$ cat config.mk
export PLATFORM = sky130hd
export DESIGN_NAME = bus_reg_bank_flat
export DESIGN_NICKNAME = d
export VERILOG_FILES = /design/src/rtl/bus_reg_bank_if.sv /design/src/rtl/bus_reg_bank.sv /design/src/flat_wrapper.sv
export SDC_FILE = /design/constraint.sdc
export NUM_CORES = 1
export LEC_CHECK = 0
export CAP_MARGIN = 5
export CORE_MARGIN = 2
export CORE_UTILIZATION = 51
export CTS_CLUSTER_SIZE = 25
export DETAILED_ROUTE_END_ITERATION = 7
export MAX_ROUTING_LAYER = met4
export PLACE_DENSITY = 0.77
export RECOVER_POWER = 25
export SETUP_SLACK_MARGIN = 0.2
export SLEW_MARGIN = 10
export SYNTH_ARGS = -nofsm -noshare
export SYNTH_HDL_FRONTEND = slang
export SYNTH_SLANG_ARGS = --single-unit
$ cat constraint.sdc
create_clock -name clk -period 3.9 [get_ports clk]
set_input_delay 0.78 -clock clk [delete_from_list [all_inputs] [get_ports clk]]
set_output_delay 0.78 -clock clk [all_outputs]
set_load 0.1 [all_outputs]
$ cat src/rtl/bus_reg_bank_if.sv
// Local-bus interface between the bus bridge (master) and register-bank slaves.
//   baddr    : bus address
//   bwrdata  : write data
//   brddata  : read data returned by the slave (zero when the slave is not addressed)
//   bwr      : 1 = write, 0 = read; qualified by bstrobe
//   bstrobe  : one-cycle transaction strobe
interface bus_if #(
    parameter int unsigned DW = 16
);
    logic [15:0]   baddr;
    logic [DW-1:0] bwrdata;
    logic [DW-1:0] brddata;
    logic          bwr;
    logic          bstrobe;

    modport master (output baddr, output bwrdata, output bwr, output bstrobe, input brddata);
    modport slave  (input baddr, input bwrdata, input bwr, input bstrobe, output brddata);
endinterface

$ cat src/rtl/bus_reg_bank.sv
// Parametrised local-bus slave: R/W control registers with write pulses,
// read-only status registers, saturating clear-on-write event counters and an ID word,
// all in one address window. Read data is zero outside the window so several
// instances on one bus can be OR-combined.
//   clk, reset : clock, synchronous active-high reset
//   bus        : local-bus slave port (baddr, bwrdata, brddata, bwr, bstrobe)
//   rw_out     : R/W register contents, reg i at [16*i+15:16*i]
//   wpulse     : one-cycle pulse per R/W register on write
//   ro_in      : status inputs, reg j at [16*j+15:16*j]
//   ev_in      : event inputs, one per counter
//   cnt_out    : live counter values
module bus_reg_bank #(
    parameter logic [15:0] ABASE    = 16'h0000,
    parameter int unsigned NRW      = 8,
    parameter int unsigned NRO      = 8,
    parameter int unsigned NCNT     = 4,
    parameter int unsigned DW       = 16,
    parameter logic [15:0] RW_RESET = 16'h0000,
    parameter bit          RD_PIPE  = 1'b1
) (
    input  logic                                  clk,
    input  logic                                  reset,
    bus_if.slave                                  bus,
    output logic [NRW*DW-1:0]                     rw_out,
    output logic [NRW-1:0]                        wpulse,
    input  logic [((NRO > 0) ? NRO : 1)*DW-1:0]   ro_in,
    input  logic [((NCNT > 0) ? NCNT : 1)-1:0]    ev_in,
    output logic [((NCNT > 0) ? NCNT : 1)*DW-1:0] cnt_out
);

    localparam int unsigned NRO_A    = (NRO > 0) ? NRO : 1;
    localparam int unsigned NCNT_A   = (NCNT > 0) ? NCNT : 1;
    localparam int unsigned CNT_BASE = NRW + NRO;
    localparam int unsigned ID_OFF   = NRW + NRO + NCNT;
    localparam int unsigned WSIZE    = ID_OFF + 1;
    localparam logic [DW-1:0] ID_VAL = DW'({8'(NRW), 4'(NRO), 4'(NCNT)});

    logic [15:0]   offset;
    logic          hit;
    logic          wr;
    logic [DW-1:0] rw_q   [NRW];
    logic [DW-1:0] ro_q   [NRO_A];
    logic [DW-1:0] cnt_q  [NCNT_A];
    logic [DW-1:0] rd_words [WSIZE];
    logic [DW-1:0] rd_c;

    // ABASE is aligned, so a simple subtract-and-compare is the window match
    assign offset = bus.baddr - ABASE;
    assign hit    = (offset < 16'(WSIZE));
    assign wr     = bus.bstrobe & bus.bwr & hit;

    // R/W registers and their write pulses
    always_ff @(posedge clk) begin
        if (reset) begin
            for (int unsigned i = 0; i < NRW; i++) rw_q[i] <= DW'(RW_RESET);
            wpulse <= '0;
        end else begin
            for (int unsigned i = 0; i < NRW; i++) begin
                wpulse[i] <= wr && (offset == 16'(i));
                if (wr && (offset == 16'(i))) rw_q[i] <= bus.bwrdata;
            end
        end
    end

    // Status capture: one register stage on every RO input
    generate
        if (NRO > 0) begin : g_ro
            always_ff @(posedge clk) begin
                if (reset) begin
                    for (int unsigned j = 0; j < NRO; j++) ro_q[j] <= '0;
                end else begin
                    for (int unsigned j = 0; j < NRO; j++) ro_q[j] <= ro_in[j*DW +: DW];
                end
            end
        end else begin : g_no_ro
            assign ro_q[0] = '0;
        end
    endgenerate

    // Event counters: a write clears and takes priority over a same-cycle event
    generate
        if (NCNT > 0) begin : g_cnt
            always_ff @(posedge clk) begin
                if (reset) begin
                    for (int unsigned k = 0; k < NCNT; k++) cnt_q[k] <= '0;
                end else begin
                    for (int unsigned k = 0; k < NCNT; k++) begin
                        if (wr && (offset == 16'(CNT_BASE + k))) begin
                            cnt_q[k] <= '0;
                        end else if (ev_in[k] && (cnt_q[k] != '1)) begin
                            cnt_q[k] <= cnt_q[k] + DW'(1);
                        end
                    end
                end
            end
        end else begin : g_no_cnt
            assign cnt_q[0] = '0;
        end
    endgenerate

    // Flatten all readable words into address order
    always_comb begin
        for (int unsigned w = 0; w < WSIZE; w++) rd_words[w] = '0;
        for (int unsigned i = 0; i < NRW; i++)  rd_words[i] = rw_q[i];
        for (int unsigned j = 0; j < NRO; j++)  rd_words[NRW + j] = ro_q[j];
        for (int unsigned k = 0; k < NCNT; k++) rd_words[CNT_BASE + k] = cnt_q[k];
        rd_words[ID_OFF] = ID_VAL;
    end

    // Read mux; any offset outside the window leaves the zero default
    always_comb begin
        rd_c = '0;
        for (int unsigned w = 0; w < WSIZE; w++) begin
            if (offset == 16'(w)) rd_c = rd_words[w];
        end
    end

    // Output packing
    always_comb begin
        rw_out  = '0;
        cnt_out = '0;
        for (int unsigned i = 0; i < NRW; i++)  rw_out[i*DW +: DW]  = rw_q[i];
        for (int unsigned k = 0; k < NCNT; k++) cnt_out[k*DW +: DW] = cnt_q[k];
    end

    generate
        if (RD_PIPE) begin : g_rd_pipe
            logic [DW-1:0] brddata_q;
            always_ff @(posedge clk) begin
                if (reset) brddata_q <= '0;
                else       brddata_q <= rd_c;
            end
            assign bus.brddata = brddata_q;
        end else begin : g_rd_comb
            assign bus.brddata = rd_c;
        end
    endgenerate

endmodule
$ cat src/flat_wrapper.sv
// flat-port wrapper written by rule: the top's interface ports become plain ports
module bus_reg_bank_flat 
#(
    parameter logic [15:0] ABASE    = 16'h0000,
    parameter int unsigned NRW      = 8,
    parameter int unsigned NRO      = 8,
    parameter int unsigned NCNT     = 4,
    parameter int unsigned DW       = 16,
    parameter logic [15:0] RW_RESET = 16'h0000,
    parameter bit          RD_PIPE  = 1'b1
)
  (clk, reset, rw_out, wpulse, ro_in, ev_in, cnt_out, bus_baddr, bus_bwrdata, bus_bwr, bus_bstrobe, bus_brddata);
  bus_if #(.DW(DW)) bus_i ();
  input  logic clk;
  input  logic reset;
  output logic [NRW*DW-1:0] rw_out;
  output logic [NRW-1:0] wpulse;
  input  logic [((NRO > 0) ? NRO : 1)*DW-1:0] ro_in;
  input  logic [((NCNT > 0) ? NCNT : 1)-1:0] ev_in;
  output logic [((NCNT > 0) ? NCNT : 1)*DW-1:0] cnt_out;
  input wire logic [$bits(bus_i.baddr)-1:0] bus_baddr;
  input wire logic [$bits(bus_i.bwrdata)-1:0] bus_bwrdata;
  input wire logic [$bits(bus_i.bwr)-1:0] bus_bwr;
  input wire logic [$bits(bus_i.bstrobe)-1:0] bus_bstrobe;
  output wire logic [$bits(bus_i.brddata)-1:0] bus_brddata;
  assign bus_i.baddr = bus_baddr;
  assign bus_i.bwrdata = bus_bwrdata;
  assign bus_i.bwr = bus_bwr;
  assign bus_i.bstrobe = bus_bstrobe;
  assign bus_brddata = bus_i.brddata;
  bus_reg_bank #(.ABASE(ABASE), .NRW(NRW), .NRO(NRO), .NCNT(NCNT), .DW(DW), .RW_RESET(RW_RESET), .RD_PIPE(RD_PIPE)) u_core (.clk(clk), .reset(reset), .bus(bus_i), .rw_out(rw_out), .wpulse(wpulse), .ro_in(ro_in), .ev_in(ev_in), .cnt_out(cnt_out));
endmodule
**Signal wires on met1**

The bar under the picture is 50 um long. Supply wires on this layer in grey.
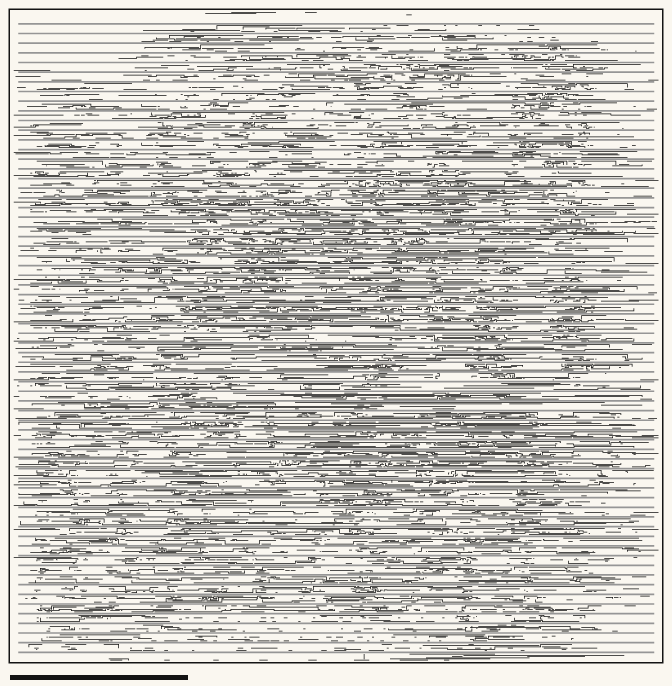
The layer carries 24.0 mm of wire. The longest straight run is 86.9 um.
via count: 13400
WL final: 57900 um
met1 global-route usage: 48.2%

**Metal 2**

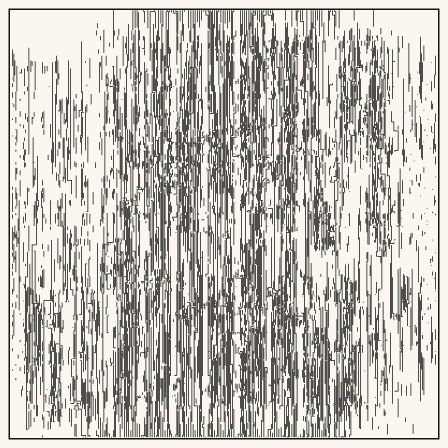
The layer carries 26.8 mm of wire. The wires run mostly vertical. 1750 nets have wire on it.
met2 usage: 53.7%

==> out/highlights.md <==
• switching share of total power: 30.7%
• power share of the clock group: 37.4%
• count of warning messages emitted by the tools: 26
• Yosys Warn Count: 0
• number of hold buffers added after CTS: 0
• Critical Path Max Stage Delay: 0.97 ns
• Die Width: 183 um
• total clock buffers created by CTS: 37
• power drawn by the sequential cells: 0.00423 W
• power density over cell area: 461 nW/um^2
• length of the first detailed-routing pass in iterations: 6
• area after detailed placement: 19700 sq um
• class of the most critical hold timing path: reg2reg
• violations in the final reports: max-capacitance violations, max-slew violations
• most instantiated logic cells after routing: 368 x sky130_fd_sc_hd__clkdlybuf4s50_1, 233 x sky130_fd_sc_hd__nor2_1, 192 x sky130_fd_sc_hd__edfxtp_1, 152 x sky130_fd_sc_hd__dfxtp_1, 138 x sky130_fd_sc_hd__nor2b_1
• worst-case headroom to the max-slew limit: -14.4%
• post-synthesis cell type with the largest instance count: sky130_fd_sc_hd__nor2_1
• hold worst-path end: u_core.bus.brddata[1]
• vias in the first global route: 12700
• launch point of the worst reg-to-reg path: u_core.cnt_q[1][3]
• final setup vio count: 0
• post-synthesis net count: 1760
• number of primary I/O pins: 384
• count of library flops with an enable pin: 192
• combinational fraction of design power: 18.8%
• number of filler cells placed in the layout: 2410
• clock tree root driver cell: sky130_fd_sc_hd__clkbuf_16
• count of antenna-violating nets left after detailed routing: 0
• Arrival @ worst endpoint: 3.62 ns
• total internal power: 0.00668 W
• num rows: 65
• area overhead of the layout relative to synthesis: 27.5%
• switching power summed over all nets: 0.00296 W
• largest net degree at the start of global routing: 95
• synthesized instance count: 1588
• count of maximum capacitance violations: 1
• WL/cell: 25.7 um
• most common cell after layout, fill and taps aside: sky130_fd_sc_hd__clkdlybuf4s50_1
• top flip-flop cell by instance count after synthesis: sky130_fd_sc_hd__edfxtp_1
• share of the yosys chip area belonging to registers: 53.7%
• slew at the pin closest to its max-slew limit: 1.72 ns
• post-CTS setup buffer count: 0
• share of final-layout standard cells stronger than drive strength 1: 9.64%
• Comb power: 0.00181 W
• Core Footprint: 31600 sq um
• P_clk: 0.00360 W
• clock tree sinks: 344
• part of the power in registers: 43.9%
• Final min period: 3.47 ns
• netlist area before placement: 16400 sq um
• result of the run: complete, but fails checks
• post-synthesis chip area from yosys: 16400 sq um
• die footprint: 33600 sq um
• worst reg2reg endpoint: u_core.cnt_q[1][2]
• Final Non-Filler Cells: 2259
• largest area contributor in the netlist: sky130_fd_sc_hd__edfxtp_1
• leak pwr: 7.66 nW
• Worst setup endpoint: u_core.rw_q[1][24]
• final number of max-transition violations: 95
• crit path cell chain: dlygate4sd3_1, clkbuf_1, a21oi_1, nand2b_1, and4_1, nand2_1, nand2_1, clkbuf_1
• count of unresolved DRC violations after routing: 0
• launch instance of the worst min-delay path: u_core.ro_q[1][49]
• sort of element at the start of the critical path: input pin
• setup repair after global routing missed its margin: false
• number of nets in the final layout: 1999
• placer's final routability congestion estimate: 1.01
• top cell types by occurrence after synthesis: 233 x sky130_fd_sc_hd__nor2_1, 195 x sky130_fd_sc_hd__buf_4, 192 x sky130_fd_sc_hd__edfxtp_1, 152 x sky130_fd_sc_hd__dfxtp_1, 138 x sky130_fd_sc_hd__nor2b_1
• Critical path origin: bus_baddr[2]
• portion of the clock cycle consumed by the worst path in the final layout: 89.1%
• CP max-delay cell: sky130_fd_sc_hd__clkbuf_1
• register-to-register setup slack: 1.43 ns
• clock-pin slew reported for the worst setup and hold paths after clock tree synthesis: 0.06 ns
• clock tree skew after final layout: 0.0175 ns
• Post-Layout Inst Area: 20900 sq um
• peak clock frequency supported by timing: 288 MHz
**Metal 3**

The bar under the picture is 50 um long. Cells faint in the background.
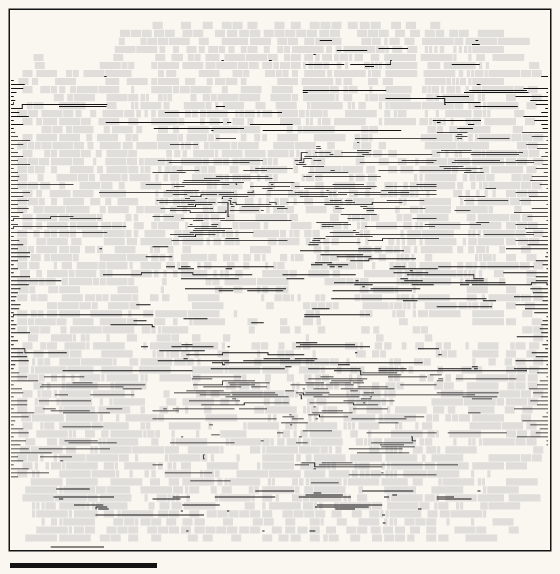
433 nets have wire on it. The layer holds 9.9% of the routed length. The longest straight run is 67.2 um. The wires run mostly horizontal. The layer carries 5740 um of wire.
GR Layer Usage met3: 5.03%

==> metrics by stage <==
| stage | setup slack [ns] | hold WS, ns |
|---|---|---|
| floorplan | 0.542 | 0.425 |
| global placement | 0.174 | 0.473 |
| detailed placement | 0.129 | 0.479 |
| CTS | 0.648 | 0.489 |
| global route | 0.354 | 0.520 |
| finish | 0.426 | 0.491 |
==> metal layers <==
metal  GRT usage, %  wire (um)  part of all wire, %
met4           8.54       1350                  2.3
met3           5.03       5740                  9.9
met5              -          0                    0
met1           48.2      24000                   41
met2           53.7      26800                   46
==> state kept, by name, indices dropped and copies added, names as in the netlist <==
name,cells
u_core.ro_q,128
u_core.rw_q,128
u_core.cnt_q,64
u_core.bus.brddata,16
u_core.wpulse,8
==> logic make-up (layout without fill, tap and decap cells) <==
group | after synthesis | in the layout | share of synthesized area [%]
multiplexers | 37 | 37 | 2.85
adder cells (fa/ha/maj) | 4 | 4 | 0.305
flip-flops | 344 | 344 | 53.7
AND/OR/NAND/NOR | 597 | 597 | 17.9
other | 0 | 1 | 0
XOR/XNOR | 56 | 56 | 2.99
buffers and inverters | 308 | 576 | 11.8
AND-OR/OR-AND | 242 | 242 | 10.6
==> cell type report <==
| cell class | count | area, sq um | area share (%) |
|---|---|---|---|
| sequential | 344 | 8810 | 42.1 |
| multi-input combinational | 936 | 5680 | 27.1 |
| timing repair buffer | 475 | 4580 | 21.9 |
| clock buffer | 56 | 1080 | 5.15 |
| tap | 402 | 503 | 2.40 |
| clock inverter | 12 | 165 | 0.789 |
| inverter | 33 | 124 | 0.592 |
| antenna | 1 | 2.50 | 0.0120 |
==> critical path, delay by kind of cell <==
| kind | cells | cell delay, ns |
|---|---|---|
| buf+inv | 3 | 1.89 |
| simple gates | 4 | 0.65 |
| compound gates | 1 | 0.29 |
Power and IR drop assume default switching activity.
